Figure 1. Clock wires, drivers and flops (run 1).
Scale: 2 px per µm.
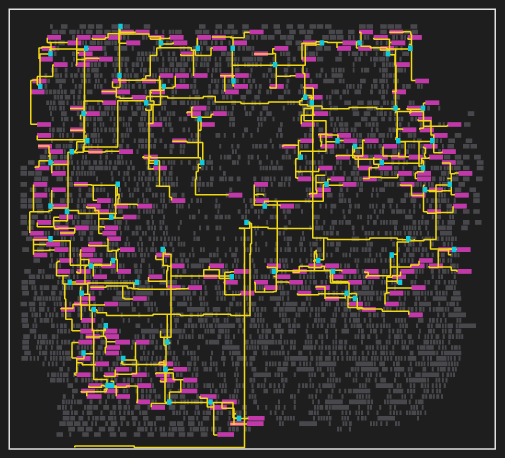
Figure 2. Cell area per tile (run 1).
Scale: 1 px per µm. The die is cut into 24 by 22 equal tiles; black is low, pale yellow is high, 0 to 100% covered.
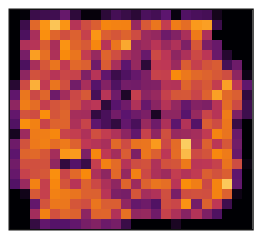
Figure 3. Layout detail (run 1).
Region (109, 97) to (134, 122) µm. Cells in gray, sequential cells in the stronger gray; small squares are vias.
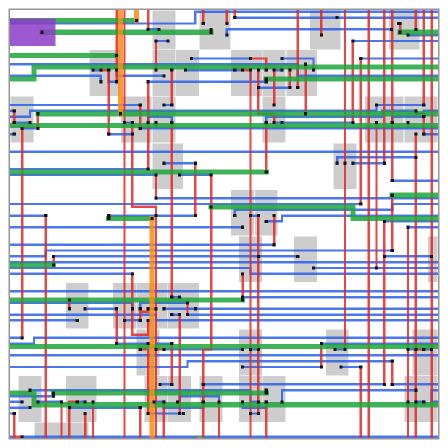
[src/rtl/div_seq_fx_pkg.sv]
// Shared types and helpers for the div_seq_fx sequential divider.
// The optional saturating result mode is selected by defining DIV_SAT_EN.
package div_seq_pkg;

   typedef enum logic [1:0] {
      IDLE = 2'd0,
      CALC = 2'd1,
      DONE = 2'd2
   } state_t;

   // Wide container used to hand back width-dependent constants.
   localparam int SAT_W = 128;

   // Counter width able to hold the iteration count W+FRAC.
   function automatic int iter_cnt_w(input int w, input int frac);
      return $clog2(w + frac + 1);
   endfunction

   // Largest positive two's complement value of width w (2^(w-1)-1).
   function automatic logic [SAT_W-1:0] sat_pos(input int w);
      return ({{(SAT_W-1){1'b0}}, 1'b1} << (w - 1)) - {{(SAT_W-1){1'b0}}, 1'b1};
   endfunction

   // Most negative two's complement value of width w (-2^(w-1)).
   function automatic logic [SAT_W-1:0] sat_neg(input int w);
      return {{(SAT_W-1){1'b0}}, 1'b1} << (w - 1);
   endfunction

endpackage

[src/rtl/div_seq_fx_if.sv]
// Operand/result handshake bundle for div_seq_fx.
// master = producer/consumer side, slave = divider side.
interface div_seq_fx_if #(
   parameter int W = 48
);
   logic         in_valid;
   logic         in_ready;
   logic [W-1:0] dividend;
   logic [W-1:0] divisor;
   logic         out_valid;
   logic         out_ready;
   logic [W-1:0] quotient;
   logic [W-1:0] remainder;
   logic         div_zero;
   logic         overflow;

   modport master (
      output in_valid, dividend, divisor, out_ready,
      input  in_ready, out_valid, quotient, remainder, div_zero, overflow
   );

   modport slave (
      input  in_valid, dividend, divisor, out_ready,
      output in_ready, out_valid, quotient, remainder, div_zero, overflow
   );
endinterface

[src/rtl/div_seq_step.sv]
// One radix-2 restoring step: shift in the next dividend bit, trial-subtract
// the divisor magnitude, keep the shifted value if the trial went negative.
module div_seq_step #(
   parameter int W = 48
) (
   input  logic [W-1:0] rem_i,
   input  logic         bit_i,
   input  logic [W-1:0] den_i,
   output logic [W-1:0] rem_o,
   output logic         q_o
);
   logic [W:0]   rem_sh_s;
   logic [W+1:0] trial_s;
   logic         unused_trial_s;

   // Trial subtraction and restore decision; remainder always fits W bits
   // because it stays below the divisor magnitude.
   always_comb begin
      rem_sh_s = {rem_i, bit_i};
      trial_s  = {1'b0, rem_sh_s} - {2'b00, den_i};
      if (trial_s[W+1]) begin
         rem_o = rem_sh_s[W-1:0];
         q_o   = 1'b0;
      end else begin
         rem_o = trial_s[W-1:0];
         q_o   = 1'b1;
      end
   end

   assign unused_trial_s = trial_s[W];
endmodule

[src/rtl/div_seq_fx.sv]
// Sequential signed fixed-point divider, one quotient bit per clock.
// q = trunc((dividend * 2^FRAC) / divisor), remainder carries dividend's sign.
// Define DIV_SAT_EN to saturate on overflow / divide-by-zero instead of wrapping.
module div_seq_fx
   import div_seq_pkg::*;
#(
   parameter int W    = 48,
   parameter int FRAC = 0
) (
   input logic          clk,
   input logic          rst,
   div_seq_fx_if.slave  bus
);
   localparam int M  = W + FRAC;
   localparam int CW = iter_cnt_w(W, FRAC);

   localparam logic [CW-1:0] N_CNT   = CW'(M);
   localparam logic [CW-1:0] ONE_CNT = {{(CW-1){1'b0}}, 1'b1};
   localparam logic [CW-1:0] ZERO_CNT = {CW{1'b0}};
   localparam logic [W-1:0]  ZERO_W  = {W{1'b0}};
   localparam logic [W-1:0]  ONE_W   = {{(W-1){1'b0}}, 1'b1};
   localparam logic [M-1:0]  ONE_M   = {{(M-1){1'b0}}, 1'b1};
   localparam logic [M-1:0]  NEG_LIM = ONE_M << (W - 1);
   localparam logic [M-1:0]  POS_LIM = NEG_LIM - ONE_M;
`ifdef DIV_SAT_EN
   localparam logic [SAT_W-1:0] SAT_POS_WIDE = sat_pos(W);
   localparam logic [SAT_W-1:0] SAT_NEG_WIDE = sat_neg(W);
   localparam logic [W-1:0]     SAT_POS = SAT_POS_WIDE[W-1:0];
   localparam logic [W-1:0]     SAT_NEG = SAT_NEG_WIDE[W-1:0];
`endif

   state_t        state_q, state_d;
   logic [CW-1:0] cnt_q, cnt_d;
   logic [M-1:0]  num_q, num_d;
   logic [W-1:0]  den_q, den_d;
   logic [W-1:0]  rem_q, rem_d;
   logic          sign_n_q, sign_n_d;
   logic          sign_d_q, sign_d_d;
   logic          out_valid_q, out_valid_d;
   logic [W-1:0]  quot_q, quot_d;
   logic [W-1:0]  rem_out_q, rem_out_d;
   logic          div_zero_q, div_zero_d;
   logic          overflow_q, overflow_d;

   logic [W-1:0]  abs_n_s, abs_d_s;
   logic [W-1:0]  step_rem_s;
   logic          step_q_s;
   logic [M-1:0]  q_mag_s, q_wide_s;
   logic [W-1:0]  q_low_s, r_fin_s;
   logic          neg_s, ov_s;

   div_seq_step #(.W(W)) u_step (
      .rem_i (rem_q),
      .bit_i (num_q[M-1]),
      .den_i (den_q),
      .rem_o (step_rem_s),
      .q_o   (step_q_s)
   );

   // Operand magnitudes; |-2^(W-1)| is representable as unsigned W bits.
   assign abs_n_s = bus.dividend[W-1] ? (~bus.dividend + ONE_W) : bus.dividend;
   assign abs_d_s = bus.divisor[W-1]  ? (~bus.divisor  + ONE_W) : bus.divisor;

   // Result of the final iteration, sign-corrected and range-checked.
   assign q_mag_s  = {num_q[M-2:0], step_q_s};
   assign neg_s    = sign_n_q ^ sign_d_q;
   assign q_wide_s = neg_s ? (~q_mag_s + ONE_M) : q_mag_s;
   assign q_low_s  = q_wide_s[W-1:0];
   assign ov_s     = neg_s ? (q_mag_s > NEG_LIM) : (q_mag_s > POS_LIM);
   assign r_fin_s  = sign_n_q ? (~step_rem_s + ONE_W) : step_rem_s;

   // Next-state, datapath and output-register computation for the FSM.
   always_comb begin
      state_d     = state_q;
      cnt_d       = cnt_q;
      num_d       = num_q;
      den_d       = den_q;
      rem_d       = rem_q;
      sign_n_d    = sign_n_q;
      sign_d_d    = sign_d_q;
      out_valid_d = out_valid_q;
      quot_d      = quot_q;
      rem_out_d   = rem_out_q;
      div_zero_d  = div_zero_q;
      overflow_d  = overflow_q;
      case (state_q)
         IDLE: begin
            if (bus.in_valid) begin
               sign_n_d = bus.dividend[W-1];
               sign_d_d = bus.divisor[W-1];
               num_d    = M'(abs_n_s) << FRAC;
               den_d    = abs_d_s;
               rem_d    = ZERO_W;
               cnt_d    = N_CNT;
               if (bus.divisor == ZERO_W) begin
                  state_d     = DONE;
                  out_valid_d = 1'b1;
                  div_zero_d  = 1'b1;
                  overflow_d  = 1'b0;
`ifdef DIV_SAT_EN
                  quot_d    = bus.dividend[W-1] ? SAT_NEG : SAT_POS;
                  rem_out_d = ZERO_W;
`else
                  quot_d    = ZERO_W;
                  rem_out_d = bus.dividend;
`endif
               end else begin
                  state_d = CALC;
               end
            end else begin
               state_d = IDLE;
            end
         end
         CALC: begin
            num_d = q_mag_s;
            rem_d = step_rem_s;
            cnt_d = cnt_q - ONE_CNT;
            if (cnt_q == ONE_CNT) begin
               state_d     = DONE;
               out_valid_d = 1'b1;
               div_zero_d  = 1'b0;
               overflow_d  = ov_s;
               rem_out_d   = r_fin_s;
`ifdef DIV_SAT_EN
               quot_d = ov_s ? (neg_s ? SAT_NEG : SAT_POS) : q_low_s;
`else
               quot_d = q_low_s;
`endif
            end else begin
               state_d = CALC;
            end
         end
         DONE: begin
            if (bus.out_ready) begin
               state_d     = IDLE;
               out_valid_d = 1'b0;
            end else begin
               state_d = DONE;
            end
         end
         default: begin
            state_d     = IDLE;
            out_valid_d = 1'b0;
         end
      endcase
   end

   // State and datapath registers with synchronous reset.
   always_ff @(posedge clk) begin
      if (rst) begin
         state_q     <= IDLE;
         cnt_q       <= ZERO_CNT;
         num_q       <= {M{1'b0}};
         den_q       <= ZERO_W;
         rem_q       <= ZERO_W;
         sign_n_q    <= 1'b0;
         sign_d_q    <= 1'b0;
         out_valid_q <= 1'b0;
         quot_q      <= ZERO_W;
         rem_out_q   <= ZERO_W;
         div_zero_q  <= 1'b0;
         overflow_q  <= 1'b0;
      end else begin
         state_q     <= state_d;
         cnt_q       <= cnt_d;
         num_q       <= num_d;
         den_q       <= den_d;
         rem_q       <= rem_d;
         sign_n_q    <= sign_n_d;
         sign_d_q    <= sign_d_d;
         out_valid_q <= out_valid_d;
         quot_q      <= quot_d;
         rem_out_q   <= rem_out_d;
         div_zero_q  <= div_zero_d;
         overflow_q  <= overflow_d;
      end
   end

   assign bus.in_ready  = (state_q == IDLE);
   assign bus.out_valid = out_valid_q;
   assign bus.quotient  = quot_q;
   assign bus.remainder = rem_out_q;
   assign bus.div_zero  = div_zero_q;
   assign bus.overflow  = overflow_q;
endmodule

[src/flat_wrapper.sv]
// flat-port wrapper written by rule: the top's interface ports become plain ports
module div_seq_fx_flat import div_seq_pkg::*;
#(
   parameter int W    = 48,
   parameter int FRAC = 0
)
  (clk, rst, bus_in_valid, bus_dividend, bus_divisor, bus_out_ready, bus_in_ready, bus_out_valid, bus_quotient, bus_remainder, bus_div_zero, bus_overflow);
  div_seq_fx_if #(.W(W)) bus_i ();
  input logic clk;
  input logic rst;
  input wire logic [$bits(bus_i.in_valid)-1:0] bus_in_valid;
  input wire logic [$bits(bus_i.dividend)-1:0] bus_dividend;
  input wire logic [$bits(bus_i.divisor)-1:0] bus_divisor;
  input wire logic [$bits(bus_i.out_ready)-1:0] bus_out_ready;
  output wire logic [$bits(bus_i.in_ready)-1:0] bus_in_ready;
  output wire logic [$bits(bus_i.out_valid)-1:0] bus_out_valid;
  output wire logic [$bits(bus_i.quotient)-1:0] bus_quotient;
  output wire logic [$bits(bus_i.remainder)-1:0] bus_remainder;
  output wire logic [$bits(bus_i.div_zero)-1:0] bus_div_zero;
  output wire logic [$bits(bus_i.overflow)-1:0] bus_overflow;
  assign bus_i.in_valid = bus_in_valid;
  assign bus_i.dividend = bus_dividend;
  assign bus_i.divisor = bus_divisor;
  assign bus_i.out_ready = bus_out_ready;
  assign bus_in_ready = bus_i.in_ready;
  assign bus_out_valid = bus_i.out_valid;
  assign bus_quotient = bus_i.quotient;
  assign bus_remainder = bus_i.remainder;
  assign bus_div_zero = bus_i.div_zero;
  assign bus_overflow = bus_i.overflow;
  div_seq_fx #(.W(W), .FRAC(FRAC)) u_core (.clk(clk), .rst(rst), .bus(bus_i));
endmodule
[config.mk]
export PLATFORM = sky130hd
export DESIGN_NAME = div_seq_fx_flat
export DESIGN_NICKNAME = d
export VERILOG_FILES = /design/src/rtl/div_seq_fx_pkg.sv /design/src/rtl/div_seq_fx_if.sv /design/src/rtl/div_seq_step.sv /design/src/rtl/div_seq_fx.sv /design/src/flat_wrapper.sv
export SDC_FILE = /design/constraint.sdc
export NUM_CORES = 1
export LEC_CHECK = 0
export ABC_AREA = 1
export CAP_MARGIN = 0
export CORE_ASPECT_RATIO = 0.9
export CORE_MARGIN = 5
export CORE_UTILIZATION = 40
export CTS_BUF_LIST = sky130_fd_sc_hd__clkbuf_2
export CTS_CLUSTER_SIZE = 40
export DETAILED_ROUTE_END_ITERATION = 16
export GPL_TIMING_DRIVEN = 0
export PLACE_DENSITY = 0.68
export SYNTH_ARGS = -nofsm -noshare
export SYNTH_HDL_FRONTEND = slang
export SYNTH_SLANG_ARGS = --single-unit
[constraint.sdc]
create_clock -name clk -period 4.35 [get_ports clk]
set_input_delay 0.6525 -clock clk [delete_from_list [all_inputs] [get_ports clk]]
set_output_delay 0.6525 -clock clk [all_outputs]
set_load 0.1 [all_outputs]
==> results.sh, run 1 <==
# source this file to load flow results
export IMPL_area_delta_synth_final_pct=21.4
export IMPL_rr_endpoint="u_core.bus.quotient[47]$_SDFFE_PP0P_"
export IMPL_wl_final_um=93900
export IMPL_netlist_top_cells_area="dfxtp_1 (26%), nand2_1 (18%), a21oi_1 (7.8%)"
export IMPL_ys_seq_frac=0.261
export IMPL_layout_worst_path_cycle_share=0.996
export IMPL_fa_ha_maj_area_frac=0.0358
export IMPL_synth_net_count=3417
export IMPL_dp_hpwl_um=75500
export IMPL_slew_limit_fails=0
export IMPL_final_antenna_net_count=0
export IMPL_drc=0
export IMPL_grt_max_degree=16
export IMPL_dieHeight_um=219
export IMPL_ys_async_sr_fraction=0
export IMPL_top_logic_kind="simple AND/OR/NAND/NOR gates"
export IMPL_count_of_library_flops_with_an_enable_pin=0
export IMPL_crit_path_max_incr_delay_ns=0.80
export IMPL_post_synth_xor_area_fraction=0.0460
export IMPL_setup_ws_ns=0.0156
export IMPL_final_design_instance_area_without_fill_um2=23600
export IMPL_synth_warnings=0
export IMPL_synthesis_area_um2=19400
export IMPL_synthSimpleGateAreaFrac=0.369
export IMPL_post_route_min_period_ns=4.33
export IMPL_hp_class="in -> reg"
export IMPL_antenna_found_initial=6
export IMPL_setup_viol_count_final=0
export IMPL_worst_slew_pin_transition_ns=1.42
export IMPL_most_frequent_standard_cell_in_the_layout_excluding_fill_and_tap_cells="nand2_1"
export IMPL_yosysTopAreaCellShare=0.261
export IMPL_globalplace_congestion=1.05
export IMPL_synth_area_per_cell_um2=5.96
export IMPL_clock_tree_from_tritoncts="built"
export IMPL_hold_end="u_core.den_q[0]$_SDFFE_PP0P_"
export IMPL_worstPathCellList="clkinv_1 -> nand2_1 -> nand2_1 -> inv_1 -> clkbuf_1 -> clkbuf_1 -> buf_1 -> nand3_1 -> nand3_1 -> a21oi_1"
export IMPL_min_from="bus_divisor[0]"
export IMPL_pre_cts_ws_ns=-0.922
export IMPL_wl_per_cell_um=22.2
export IMPL_global_route_usage_total=0.337
export IMPL_dr_first_iter_drc_count=2910
export IMPL_gr_total_overflow=0
export IMPL_holdPathStages=3
export IMPL_critPathKind="reg -> reg"
export IMPL_synth_dominant_cell_count="nand2_1"
export IMPL_grt_pass1_vias=21600
export IMPL_initial_utilization=0.405
export IMPL_fmax_ghz=0.231
export IMPL_critPathMaxFanout=10
export IMPL_post_synth_num_cell_types=60
export IMPL_grt_pass1_wl_um=136000
export IMPL_rsz0062_at_grt="true"
export IMPL_post_cts_repair_setup_buffers=5
export IMPL_tool_warnings=28
export IMPL_post_route_cells_drive_above_1_share=0.0972
export IMPL_clock_tree_htree_level_count=3
export IMPL_drv_max_cap_violation_count=0
export IMPL_worstPathArrival_ns=5.25
export IMPL_run_status="complete, no violations"
export IMPL_worstSetupEndpoint="u_core.bus.quotient[47]$_SDFFE_PP0P_"
export IMPL_worst_r2r_startpoint="u_core.sign_n_q$_SDFFE_PP0P_"
export IMPL_placeableCoreArea_um2=47900
export IMPL_placed_area_um2=22200
export IMPL_hold_viol=0
export IMPL_synth_flop_count=253
export IMPL_drt_first_pass_iters=7
export IMPL_rows=76
export IMPL_clockRootBuffer="clkbuf_2"
export IMPL_ctsLongestPathBuffers=3
export IMPL_synth_mux_area_fraction=0
export IMPL_worst_r2r_setup_slack_ns=0.02
export IMPL_synth_top_cells_by_count="nand2_1 (941), inv_1 (396), nor2_1 (331), a21oi_1 (304), dfxtp_1 (253)"
export IMPL_post_cts_resize_count=43
export IMPL_portBuffers=197
export IMPL_worst_r2r_path_depth=10
export IMPL_worst_endpoint_required_ns=5.27
export IMPL_die_area_um2=53100
export IMPL_cp_end_kind="register"
export IMPL_max_slew_margin=0.0502
export IMPL_cts_sink_count=253
export IMPL_cts_hold_buffers_added=0
export IMPL_tritoncts_num_buffers=71
export IMPL_vias=23600
export IMPL_yosysChipArea_um2=19400
export IMPL_number_of_ports_placed_on_the_die_boundary=200
export IMPL_synth_cells=3262
export IMPL_layout_nets=3696
export IMPL_post_synth_ao_oa_area_fraction=0.178
## Picture notes: Figure 1
- magenta: flip-flops (count 253)
- cyan: clock-net drivers (count 71)
- yellow: clock wires (length 4570 µm)
- flops lie: widely spread
- routed clock nets: 72
later-pin clock latency in the skew report: 1.13 ns
setup skew after layout: 0.101 ns

## Picture notes: Figure 2
- mean over tiles: 43%
- fullest tile: 89%
- tiles over 75% full: 4.5%
- densest ninth of the die: middle left
- nearly empty tiles: 11%

## Picture notes: Figure 3
- blue: M1
- red: M2
- orange: M4
- green: M3
- purple: M5
- sequential cells in the window: 0
- most frequent: nand2_1 (9), nand3_1 (9), nor2_1 (6)
- cells with their middle in the window: 38

run 1: through the flow:
stage | TNS (ns) | utilization | hold WS (ns) | cells
3_5_place_dp | -12.69 | 0.463 | 0.454 | 4083
6_report | 0 | 0.492 | 0.179 | 4220
5_1_grt | -0.249 | 0.492 | 0.134 | 4220
3_3_place_gp | -11.71 | 0.463 | 0.453 | 4083
4_1_cts | 0 | 0.482 | 0.117 | 4210
2_1_floorplan | 0 | - | 0.454 | 3262
run 1: cell families (layout without fill, tap and decap cells):
logic type,after synthesis,count (layout)
flops,253,253
other cells,0,5
xor+xnor,102,102
simple gates,1689,1689
fa+ha+maj,55,55
buf+inv,549,878
compound gates,614,614
run 1: final cells by class:
type	instances	area, µm²
flip-flops and latches	253	5100
multi-input cells	2460	12800
repair buffers	207	2050
clock inverters	28	199
well taps	624	781
inverters	415	1570
fillers	5208	24300
diodes	5	12.5
clock buffers	95	475
plain buffers	133	566
run 1: flip-flops by register name, indices dropped and copies added, names as in the netlist, 2 cells and up:
| register | count |
|---|---|
| u_core.state_q | 2 |
| u_core.cnt_q | 6 |
| u_core.den_q | 48 |
| u_core.num_q | 48 |
| u_core.rem_q | 48 |
| u_core.bus.remainder | 48 |
| u_core.bus.quotient | 48 |
run 1: per-layer routing:
metal  wire, µm  track usage  vias up  share of wire
li1           -            -    11200              -
met1      42600        0.493    10900           0.45
met2      36900        0.472     1296           0.39
met3      12000        0.112      174           0.13
met4       2330       0.0924        6          0.025
met5         41            0        -        0.00044
run 1: critical path: cells and delay by family, from the launching register on:
| family | cells | cell delay, ns |
|---|---|---|
| compound gates | 1 | 0.08 |
| flops | 1 | 0.48 |
| simple gates | 4 | 0.79 |
| buf+inv | 5 | 2.78 |
==> run 1 -> run 2 <==
CAP_MARGIN = default   (was 0)
PLACE_DENSITY = default   (was 0.68)
PLACE_DENSITY_LB_ADDON = 0.1   (was default)
==> run 2 against run 1 <==
  * The flow now finishes with violations (setup timing)
  * Routed wire length rose by 5.1%
  * Sequential cell count did not move
  * Hold slack improved by 0.043 ns
  * Synthesized cell count did not move
  * Final cell count rose by 0.24%
  * Utilization rose by 0.66 points
  * Register-to-register slack got worse by 0.02 ns
  * Via count rose by 1.9%
  * Critical path depth rose by 7
  * Clock skew rose by 0.052 ns
  * First-iteration DRC count rose by 5.6%
==> results.sh, run 2 <==
# source this file to load flow results
export IMPL_placeableCoreArea_um2=47900
export IMPL_layout_worst_path_cycle_share=1.00
export IMPL_critPathKind="reg -> reg"
export IMPL_post_synth_ao_oa_area_fraction=0.178
export IMPL_synthSimpleGateAreaFrac=0.369
export IMPL_portBuffers=197
export IMPL_min_from="bus_divisor[0]"
export IMPL_post_synth_num_cell_types=60
export IMPL_finalClockSkew_ns=0.153
export IMPL_vias=24000
export IMPL_groute_layer_met2_usage=0.497
export IMPL_count_of_library_flops_with_an_enable_pin=0
export IMPL_placed_area_um2=22200
export IMPL_clockRootBuffer="clkbuf_2"
export IMPL_fa_ha_maj_area_frac=0.0358
export IMPL_global_route_usage_total=0.351
export IMPL_cts_hold_buffers_added=0
export IMPL_synth_warnings=0
export IMPL_grt_max_degree=12
export IMPL_clock_tree_htree_level_count=3
export IMPL_layout_core_utilization=0.499
export IMPL_final_setup_tns_ns=-0.00599
export IMPL_area_delta_synth_final_pct=23.0
export IMPL_holdPathStages=3
export IMPL_dp_cells=4083
export IMPL_max_slew_margin=0.124
export IMPL_wl_final_um=98700
export IMPL_rsz0062_at_grt="true"
export IMPL_worstPathBufferInverterCount=3
export IMPL_dp_hpwl_um=78800
export IMPL_synth_net_count=3417
export IMPL_most_frequent_standard_cell_in_the_layout_excluding_fill_and_tap_cells="nand2_1"
export IMPL_synth_dominant_cell_count="nand2_1"
export IMPL_tritoncts_num_buffers=74
export IMPL_yosysTopAreaCellShare=0.261
export IMPL_drt_first_pass_iters=8
export IMPL_pre_cts_ws_ns=-1.17
export IMPL_insertion_delay_ns=1.10
export IMPL_cp_end_kind="register"
export IMPL_grt_pass1_wl_um=140000
export IMPL_worst_r2r_setup_slack_ns=-0.006
export IMPL_ctsLongestPathBuffers=3
export IMPL_tool_warnings=29
export IMPL_run_status="finished with violations"
export IMPL_final_design_instance_area_without_fill_um2=23900
export IMPL_routed_wl_met3_um=12700
export IMPL_worst_r2r_startpoint="u_core.rem_q[27]$_SDFFE_PP0P_"
export IMPL_fmax_ghz=0.230
export IMPL_synth_mux_area_fraction=0
export IMPL_synth_top_cells_by_count="nand2_1 (941), inv_1 (396), nor2_1 (331), a21oi_1 (304), dfxtp_1 (253)"
export IMPL_globalplace_congestion=1.05
export IMPL_cts_sink_count=253
export IMPL_lay_top_cells="nand2_1 (915), inv_1 (363), nor2_1 (322)"
export IMPL_top_logic_kind="simple AND/OR/NAND/NOR gates"
export IMPL_setup_ws_ns=-0.00599
export IMPL_top_sig_layer="met5"
export IMPL_cp_top_family="simple AND/OR/NAND/NOR gates"
export IMPL_final_antenna_net_count=0
export IMPL_worst_r2r_path_depth=17
export IMPL_initial_utilization=0.405
export IMPL_post_route_cells_drive_above_1_share=0.113
export IMPL_antenna_found_initial=4
export IMPL_use_met3=0.117
export IMPL_worst_endpoint_required_ns=5.26
export IMPL_number_of_ports_placed_on_the_die_boundary=200
export IMPL_yosysChipArea_um2=19400
export IMPL_synth_flop_count=253
export IMPL_rows=76
export IMPL_number_of_fillers_in_the_final_layout=5113
export IMPL_worstPathCellList="ha_4 -> a21oi_2 -> nand2_1 -> a21oi_2 -> nand2_4 -> nand2_4 -> nand3_4 -> inv_8 -> buf_4 -> nand3_1 -> nor3b_2 -> inv_1 -> nor2_1 -> nand4_1 -> a21o_1 -> nand3_1 -> a21oi_1"
export IMPL_netlist_top_cells_area="dfxtp_1 (26%), nand2_1 (18%), a21oi_1 (7.8%)"
export IMPL_clock_tree_from_tritoncts="built"
export IMPL_failed_checks="setup timing"
export IMPL_grt_pass1_vias=21600
export IMPL_hold_end="u_core.den_q[0]$_SDFFE_PP0P_"
export IMPL_slew_limit_fails=0
export IMPL_drt_met1_wl_um=44300
export IMPL_hold_viol=0
export IMPL_critPathMaxFanout=5
export IMPL_synth_cells=3262
export IMPL_die_area_um2=53100
export IMPL_worstPathArrival_ns=5.26
export IMPL_hp_class="in -> reg"
export IMPL_crit_path_max_incr_delay_ns=0.56
export IMPL_rr_endpoint="u_core.bus.quotient[47]$_SDFFE_PP0P_"
export IMPL_fin_hold_ws_ns=0.222
export IMPL_dr_first_iter_drc_count=3072
export IMPL_met1_usage=0.514
export IMPL_wl_met2_um=39500
export IMPL_layout_nets=3707
export IMPL_setup_viol_count_final=1
export IMPL_ys_async_sr_fraction=0
export IMPL_synth_area_per_cell_um2=5.96
export IMPL_gr_max_usage_layer="met1"
export IMPL_worst_slew_pin_transition_ns=1.31
[run 2: cell counts after synthesis]
No cell type changed its count.
[run 2: layout make-up]
type,instances,area (µm²),area share
multi-input combinational,2460,13100,0.546
sequential,253,5130,0.214
timing repair buffer,215,2110,0.0885
inverter,415,1590,0.0664
tap,624,781,0.0327
buffer,133,567,0.0237
clock buffer,103,515,0.0216
clock inverter,25,155,0.00649
antenna,2,5.00,0.000209
[run 2: worst max-delay path by stage]
| stage | start | end | cells after the start |
|---|---|---|---|
| floorplan | u_core.rem_q[31]$_SDFFE_PP0P_ | u_core.bus.quotient[36]$_SDFFE_PP0P_ | 26 |
| global placement | u_core.den_q[4]$_SDFFE_PP0P_ | u_core.bus.quotient[46]$_SDFFE_PP0P_ | 31 |
| detailed placement | u_core.den_q[4]$_SDFFE_PP0P_ | u_core.bus.quotient[46]$_SDFFE_PP0P_ | 31 |
| CTS | u_core.den_q[6]$_SDFFE_PP0P_ | u_core.bus.quotient[46]$_SDFFE_PP0P_ | 31 |
| global route | u_core.den_q[6]$_SDFFE_PP0P_ | u_core.bus.quotient[36]$_SDFFE_PP0P_ | 31 |
| finish | u_core.rem_q[27]$_SDFFE_PP0P_ | u_core.bus.quotient[47]$_SDFFE_PP0P_ | 17 |
[run 2: timing repair]
action,in CTS,in global routing
buffers inserted,6,12
gates resized,45,201
setup endpoints to repair,24,40
pin swaps,5,24
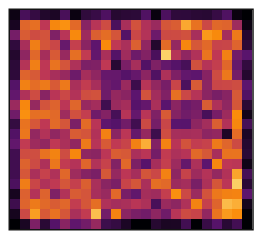
Figure 4: run 2, cell area per tile.
Scale: 1 px per µm. The die is cut into 24 by 22 equal tiles; black is low, pale yellow is high, 0 to 100% covered.
- tiles over 75% full: 2.8%
- emptiest ninth of the die: top center
- nearly empty tiles: 1.3%
- densest ninth of the die: middle left
- fullest tile: 90%
- mean over tiles: 44%

